$ cat src/rtl/rect_pkg.sv
// Shared constants, FSM states and word/address helpers for the
// Rectilinearizer edge pipeline.
package rect_pkg;

    localparam int ADDR_W   = 19;
    localparam int WORD_W   = 36;
    localparam int LUMA_MSB = 29;
    localparam int LUMA_LSB = 20;
    localparam int LUMA_W   = LUMA_MSB - LUMA_LSB + 1;

    localparam logic [LUMA_W-1:0] CHROMA_NEUTRAL = 10'd512;

    typedef enum logic [3:0] {
        S_IDLE,
        S_FETCH0,
        S_FETCH1,
        S_FETCH2,
        S_WAIT1,
        S_WAIT2,
        S_SHIFT,
        S_CALC,
        S_WRITE
    } sobel_state_t;

    function automatic logic [WORD_W-1:0] pack_gray(
        input logic [LUMA_W-1:0] mag
    );
        return {6'b0, mag, CHROMA_NEUTRAL, CHROMA_NEUTRAL};
    endfunction

    function automatic logic [ADDR_W-1:0] pix_addr(
        input logic [9:0] x,
        input logic [8:0] y
    );
        return {y, x};
    endfunction

endpackage

$ cat src/rtl/sobel_kernel.sv
// 3x3 luma window with Sobel |Gx|+|Gy| magnitude, registered on calc.
// SOBEL_THRESHOLD_EN turns the magnitude into a 0/1023 binary edge map.
module sobel_kernel
    import rect_pkg::*;
#(
    parameter int THRESHOLD = 256
) (
    input  logic                   clk,
    input  logic                   reset,
    input  logic                   i_clear,
    input  logic                   i_shift,
    input  logic [2:0][LUMA_W-1:0] i_col,
    input  logic                   i_calc,
    input  logic                   i_border,
    output logic [LUMA_W-1:0]      o_mag
);

`ifdef SOBEL_THRESHOLD_EN
    localparam bit BIN = 1'b1;
`else
    localparam bit BIN = 1'b0;
`endif

    logic [8:0][LUMA_W-1:0] r_win;
    logic [LUMA_W-1:0]      r_mag;
    logic signed [12:0]     w_gx;
    logic signed [12:0]     w_gy;
    logic [12:0]            w_ax;
    logic [12:0]            w_ay;
    logic [12:0]            w_sum;
    logic [LUMA_W-1:0]      w_mag;

    function automatic logic [12:0] tap(
        input logic [LUMA_W-1:0] a,
        input logic [LUMA_W-1:0] b,
        input logic [LUMA_W-1:0] c
    );
        return 13'(a) + 13'({b, 1'b0}) + 13'(c);
    endfunction

    // Window index: p0 p1 p2 / p3 p4 p5 / p6 p7 p8, rows y-1..y+1
    assign w_gx = signed'(tap(r_win[2], r_win[5], r_win[8])
                        - tap(r_win[0], r_win[3], r_win[6]));
    assign w_gy = signed'(tap(r_win[6], r_win[7], r_win[8])
                        - tap(r_win[0], r_win[1], r_win[2]));

    assign w_ax  = w_gx[12] ? unsigned'(-w_gx) : unsigned'(w_gx);
    assign w_ay  = w_gy[12] ? unsigned'(-w_gy) : unsigned'(w_gy);
    assign w_sum = w_ax + w_ay;

    always_comb begin
        w_mag = '0;
        if (BIN)
            w_mag = (w_sum >= 13'(THRESHOLD)) ? '1 : '0;
        else
            w_mag = (w_sum > 13'd1023) ? '1 : w_sum[LUMA_W-1:0];
    end

    always_ff @(posedge clk or posedge reset) begin
        if (reset) begin
            r_win <= '0;
            r_mag <= '0;
        end else begin
            if (i_clear) begin
                r_win <= '0;
            end else if (i_shift) begin
                r_win[0] <= r_win[1];
                r_win[1] <= r_win[2];
                r_win[2] <= i_col[0];
                r_win[3] <= r_win[4];
                r_win[4] <= r_win[5];
                r_win[5] <= i_col[1];
                r_win[6] <= r_win[7];
                r_win[7] <= r_win[8];
                r_win[8] <= i_col[2];
            end
            if (i_calc)
                r_mag <= i_border ? '0 : w_mag;
        end
    end

    assign o_mag = r_mag;

endmodule

$ cat src/rtl/sobel_edge_detector.sv
// Sobel stage: column-wise 3x3 fetch from frame memory, magnitude write-back.
// Build with SOBEL_THRESHOLD_EN defined for binarised output at THRESHOLD.
module sobel_edge_detector
    import rect_pkg::*;
#(
    parameter int WIDTH     = 640,
    parameter int HEIGHT    = 480,
    parameter int THRESHOLD = 256
) (
    input  logic              clk,
    input  logic              reset,
    input  logic              start,
    output logic              done,
    output logic              busy,
    output logic [ADDR_W-1:0] read_addr,
    input  logic [WORD_W-1:0] read_data,
    output logic [ADDR_W-1:0] write_addr,
    output logic [WORD_W-1:0] write_data,
    output logic              write_enable
);

    localparam logic [10:0] C_LAST = 11'(WIDTH);
    localparam logic [8:0]  Y_LAST = 9'(HEIGHT - 1);

    sobel_state_t           r_state;
    sobel_state_t           w_next;
    logic [10:0]            r_c;
    logic [8:0]             r_y;
    logic                   r_done;
    logic [2:0][LUMA_W-1:0] r_col;
    logic [LUMA_W-1:0]      w_fill;
    logic [LUMA_W-1:0]      w_mag;
    logic [8:0]             w_ym1;
    logic [8:0]             w_yp1;
    logic                   w_last_col;
    logic                   w_border;
    logic                   w_unused;

    assign w_last_col = (r_c == C_LAST);
    assign w_ym1      = (r_y == 9'd0) ? 9'd0 : r_y - 9'd1;
    assign w_yp1      = (r_y == Y_LAST) ? r_y : r_y + 9'd1;
    assign w_fill     = w_last_col ? '0 : read_data[LUMA_MSB:LUMA_LSB];
    assign w_border   = (r_c == 11'd1) || w_last_col ||
                        (r_y == 9'd0) || (r_y == Y_LAST);
    assign w_unused   = ^{read_data[WORD_W-1:LUMA_MSB+1],
                          read_data[LUMA_LSB-1:0]};

    always_ff @(posedge clk or posedge reset) begin
        if (reset)
            r_state <= S_IDLE;
        else
            r_state <= w_next;
    end

    always_comb begin
        w_next = r_state;
        if (start) begin
            w_next = S_FETCH0;
        end else begin
            unique case (r_state)
                S_IDLE:   w_next = S_IDLE;
                S_FETCH0: w_next = S_FETCH1;
                S_FETCH1: w_next = S_FETCH2;
                S_FETCH2: w_next = S_WAIT1;
                S_WAIT1:  w_next = S_WAIT2;
                S_WAIT2:  w_next = S_SHIFT;
                S_SHIFT:  w_next = (r_c == 11'd0) ? S_FETCH0 : S_CALC;
                S_CALC:   w_next = S_WRITE;
                S_WRITE:  w_next = (w_last_col && r_y == Y_LAST)
                                   ? S_IDLE : S_FETCH0;
                default:  w_next = S_IDLE;
            endcase
        end
    end

    always_ff @(posedge clk or posedge reset) begin
        if (reset) begin
            r_c    <= '0;
            r_y    <= '0;
            r_done <= 1'b0;
        end else begin
            r_done <= (r_state == S_WRITE) && w_last_col &&
                      (r_y == Y_LAST) && !start;
            if (start) begin
                r_c <= '0;
                r_y <= '0;
            end else if (r_state == S_SHIFT && r_c == 11'd0) begin
                r_c <= 11'd1;
            end else if (r_state == S_WRITE) begin
                if (w_last_col) begin
                    r_c <= '0;
                    if (r_y != Y_LAST)
                        r_y <= r_y + 9'd1;
                end else begin
                    r_c <= r_c + 11'd1;
                end
            end
        end
    end

    // Column luma lands two cycles after each fetch address
    always_ff @(posedge clk or posedge reset) begin
        if (reset) begin
            r_col <= '0;
        end else begin
            case (r_state)
                S_FETCH2: r_col[0] <= w_fill;
                S_WAIT1:  r_col[1] <= w_fill;
                S_WAIT2:  r_col[2] <= w_fill;
                default:  ;
            endcase
        end
    end

    always_comb begin
        read_addr = '0;
        if (!w_last_col) begin
            case (r_state)
                S_FETCH0: read_addr = pix_addr(r_c[9:0], w_ym1);
                S_FETCH1: read_addr = pix_addr(r_c[9:0], r_y);
                S_FETCH2: read_addr = pix_addr(r_c[9:0], w_yp1);
                default:  read_addr = '0;
            endcase
        end
    end

    sobel_kernel #(
        .THRESHOLD(THRESHOLD)
    ) u_kernel (
        .clk     (clk),
        .reset   (reset),
        .i_clear (start),
        .i_shift (r_state == S_SHIFT),
        .i_col   ({r_col[2], r_col[1], r_col[0]}),
        .i_calc  (r_state == S_CALC),
        .i_border(w_border),
        .o_mag   (w_mag)
    );

    assign write_enable = (r_state == S_WRITE);
    assign write_addr   = write_enable
                        ? pix_addr(10'(r_c - 11'd1), r_y) : '0;
    assign write_data   = write_enable ? pack_gray(w_mag) : '0;
    assign done         = r_done;
    assign busy         = (r_state != S_IDLE);

endmodule

$ cat config.mk
export PLATFORM = sky130hd
export DESIGN_NAME = sobel_edge_detector
export DESIGN_NICKNAME = d
export VERILOG_FILES = /design/src/rtl/rect_pkg.sv /design/src/rtl/sobel_kernel.sv /design/src/rtl/sobel_edge_detector.sv
export SDC_FILE = /design/constraint.sdc
export NUM_CORES = 1
export LEC_CHECK = 0
export ABC_CLOCK_PERIOD_IN_PS = 9000
export CAP_MARGIN = 20
export CORE_MARGIN = 8
export CORE_UTILIZATION = 30
export CTS_CLUSTER_DIAMETER = 30
export DETAILED_ROUTE_END_ITERATION = 12
export GPL_ROUTABILITY_DRIVEN = 0
export HOLD_SLACK_MARGIN = 0.12
export PLACE_DENSITY = 0.43
export SLEW_MARGIN = 20
export SYNTH_ARGS = -nofsm -noshare
export SYNTH_HDL_FRONTEND = slang
export SYNTH_HIERARCHICAL = 1
export SYNTH_SLANG_ARGS = --single-unit
$ cat constraint.sdc
create_clock -name clk -period 9 [get_ports clk]
set_input_delay 1.35 -clock clk [delete_from_list [all_inputs] [get_ports clk]]
set_output_delay 1.35 -clock clk [all_outputs]
set_load 0.02 [all_outputs]
Fig. 1: cell classes on the final placement
(1 px per um)
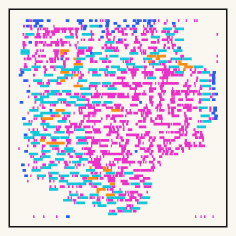
combinational and other logic -> magenta  # cells 1083, share of their area 60%
clock drivers and dummy loads -> orange  # cells 32, share of their area 4.4%
other buffers and delay cells -> blue  # cells 72, share of their area 5.4%
flops -> cyan  # cells 155, share of their area 30%
Final Instance Area: 0.0136 mm^2
core region area: 0.0396 mm^2

Fig. 2: routed metal, one color a layer
(1 px per um)
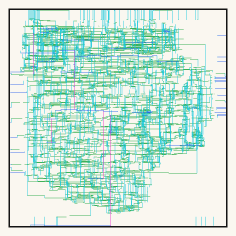
metal 2 -> cyan  # wire length 12600 um
metal 3 -> blue  # wire length 850 um
metal 4 -> magenta  # wire length 302 um
metal 1 -> green  # wire length 15800 um
global-route total usage across every layer: 12.9%
total vias in the final route: 8929
detailed-route wire length: 29600 um

Fig. 3: local utilization
(1.5 px per um) The die is cut into 22 by 22 equal tiles; black is low, pale yellow is high, 0 to 100% covered.
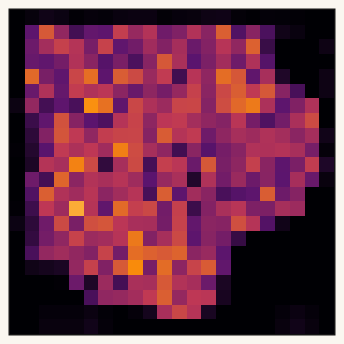
fullest tile = 82%
emptiest ninth of the die = south-east
tiles over 75% full = 0.40%
nearly empty tiles = 26%
Layout Utilization: 34.3%
Init Core Util: 30.3%

Fig. 4: clock routing
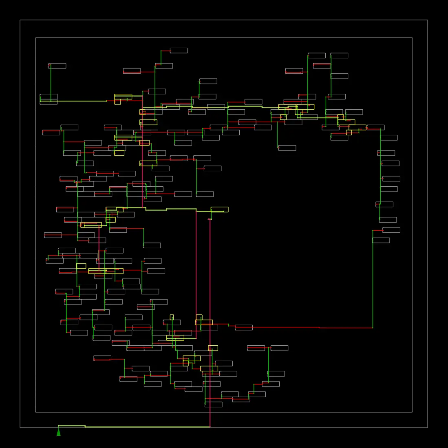
Power Clock: 0.705 mW
number of clock sinks: 155
clock latency reported for the late side of the worst-skew pair: 440 ps
worst clock skew: 8.52 ps

Fig. 5: ports around the boundary
(1.5 px per um) Pins as bars across the die edge, other pins in gray.
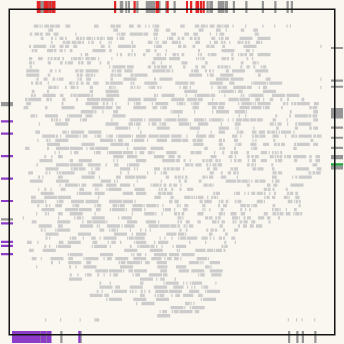
`read_addr` -> red  # pins 19, direction output, edge north
`write_enable` -> green  # pins 1, direction output, edge east
`read_data` -> purple  # pins 36, direction input, edge 27 south, 9 west
all pins by edge = 53 north, 35 south, 16 east, 12 west
Die Ht: 216 um
width of the chip: 216 um
port buffer count: 65

==> flow_summary.ini <==
; flow metrics
[global_route]
first_global_vias = 9157
maximum_number_of_pins_on_one_net_before_global_route_repair = 94
antenna_found_initial = 0

[yosys]
synth.cellmix.compoundShare_pct = 12.3
ys_cells = 1303
most_used_dff_post_synth = sky130_fd_sc_hd__dfrtp_1
synth_cells = 1303
fa_ha_area_share_pct = 18.1
synthSimpleGateAreaFrac_pct = 17.8
yosys_register_bits = 155
yosys_warnings = 6

[cells_and_area]
seq-cell-share_pct = 28.5
comb-cell-share_pct = 53.3
nFillCells = 4203
inverters_excl_clock = 142
final_nets = 1494
seqCellArea_mm2 = 0.00388
num_antenna_cells = 1
largest_class = combinational gates
numSequentialCells = 155
layout-drive-gt1-share_pct = 5.66
clock_buffer_count = 22

[pwr]
power_leakage_nw = 5.68
sequentialPowerShare_pct = 33.3
clock_power_share_pct = 28.6

[worst_setup_path]
timing_worst_setup_path_type = register to register
startpoint_type = register
worst_setup_path_end_kind = register
slowest_delay_ps = 550

[final_timing]
rsz0062_at_grt = no
post-route-period-util_pct = 78.2
max_freq_mhz = 142
final-hold-violation-count = 0
timing_worst_slew_pin_value_ps = 1040
drv_slew = 0
finalCriticalPeriod_ps = 7040

[clock_network]
cts_repair_resize_count = 0
cts_hold_buf = 0
cts_tree = yes
cts.repair_timing.setup_buffer_count = 0
cts.path.max_buffers = 2

[floorplanning]
pin_count = 116
fp-row-count = 73

[route]
first_pass_iters = 4
drt.antenna.violating_nets = 0

[outcome]
run_status = complete, no violations

[hold_path]
timing.hold.worst_path_depth = 2

[placement]
placed_area_mm2 = 0.0130
==> tightest hold or removal path: stages (launching register included) <==
cell                      delay, ps
sky130_fd_sc_hd__dfrtp_1        340
sky130_fd_sc_hd__nand2_1         40
sky130_fd_sc_hd__o21ai_0         60
==> layer usage <==
layer / share of wire [%] / routed length (um) / global-route usage (%) / up-vias
li1: - / - / - / 4445
met1: 53 / 15800 / 19.4 / 4362
met2: 43 / 12600 / 19.1 / 107
met3: 2.9 / 849 / 2.23 / 15
met4: 1.0 / 302 / 2.98 / 0
met5: 0 / 0 / 0 / -
==> synthesized netlist by cell type, types with 6 or more instances <==
cell	n	share of area [%]
sky130_fd_sc_hd__o21ai_0	67	2.8
sky130_fd_sc_hd__buf_1	8	0.25
sky130_fd_sc_hd__nor4_1	9	0.47
sky130_fd_sc_hd__a221oi_1	7	0.51
sky130_fd_sc_hd__or4_1	9	0.56
sky130_fd_sc_hd__nor3b_1	6	0.38
sky130_fd_sc_hd__xor2_1	18	1.3
sky130_fd_sc_hd__buf_4	26	1.6
sky130_fd_sc_hd__clkbuf_1	51	1.6
sky130_fd_sc_hd__o21ai_1	8	0.33
sky130_fd_sc_hd__or3_1	11	0.57
sky130_fd_sc_hd__o21a_1	10	0.63
sky130_fd_sc_hd__nor2_1	154	4.8
sky130_fd_sc_hd__nor2b_1	12	0.63
sky130_fd_sc_hd__or2_2	7	0.36
sky130_fd_sc_hd__a21o_1	7	0.44
sky130_fd_sc_hd__o31ai_1	11	0.69
sky130_fd_sc_hd__mux2i_1	94	7.8
sky130_fd_sc_hd__nand2_1	82	2.6
sky130_fd_sc_hd__nand3_1	18	0.75
sky130_fd_sc_hd__inv_1	141	4.4
sky130_fd_sc_hd__and2_1	25	1.3
sky130_fd_sc_hd__a211oi_1	6	0.38
sky130_fd_sc_hd__nand4_1	11	0.57
sky130_fd_sc_hd__a31oi_1	10	0.52
sky130_fd_sc_hd__a21oi_1	46	1.9
sky130_fd_sc_hd__nor3_1	27	1.1
sky130_fd_sc_hd__a211o_1	6	0.44
sky130_fd_sc_hd__xnor2_1	31	2.3
sky130_fd_sc_hd__fa_1	79	13
sky130_fd_sc_hd__ha_1	47	4.9
sky130_fd_sc_hd__nand2b_1	10	0.52
sky130_fd_sc_hd__dfrtp_1	155	32
sky130_fd_sc_hd__and3_1	11	0.57
==> flip-flops by register name, indices dropped and copies added (netlist names) <==
name            count
u_kernel/r_win     90
r_col              30
r_c                11
u_kernel/o_mag     10
r_y                 9
r_state             4
done                1
==> through the flow <==
step | hold slack (ps) | utilization (%) | setup WS (ps) | std cells
5_1_grt | 508 | 34.3 | 1310 | 1867
3_5_place_dp | 474 | 32.9 | 1890 | 1835
3_3_place_gp | 462 | 32.9 | 1930 | 1835
4_1_cts | 489 | 34.3 | 1870 | 1867
2_1_floorplan | 450 | - | 2730 | 1326
6_report | 482 | 34.3 | 1960 | 1868
==> power by group through the flow <==
stage	clock network [mW]	logic, mW	registers [mW]
6_report	0.705	0.940	0.820
5_1_grt	0.760	1.07	0.832
4_1_cts	0.734	0.955	0.820
3_5_place_dp	0	0.950	0.833
3_3_place_gp	0	0.940	0.831
2_1_floorplan	0	0.751	0.812
No activity file was given, so power comes from the tool's default toggle rates.
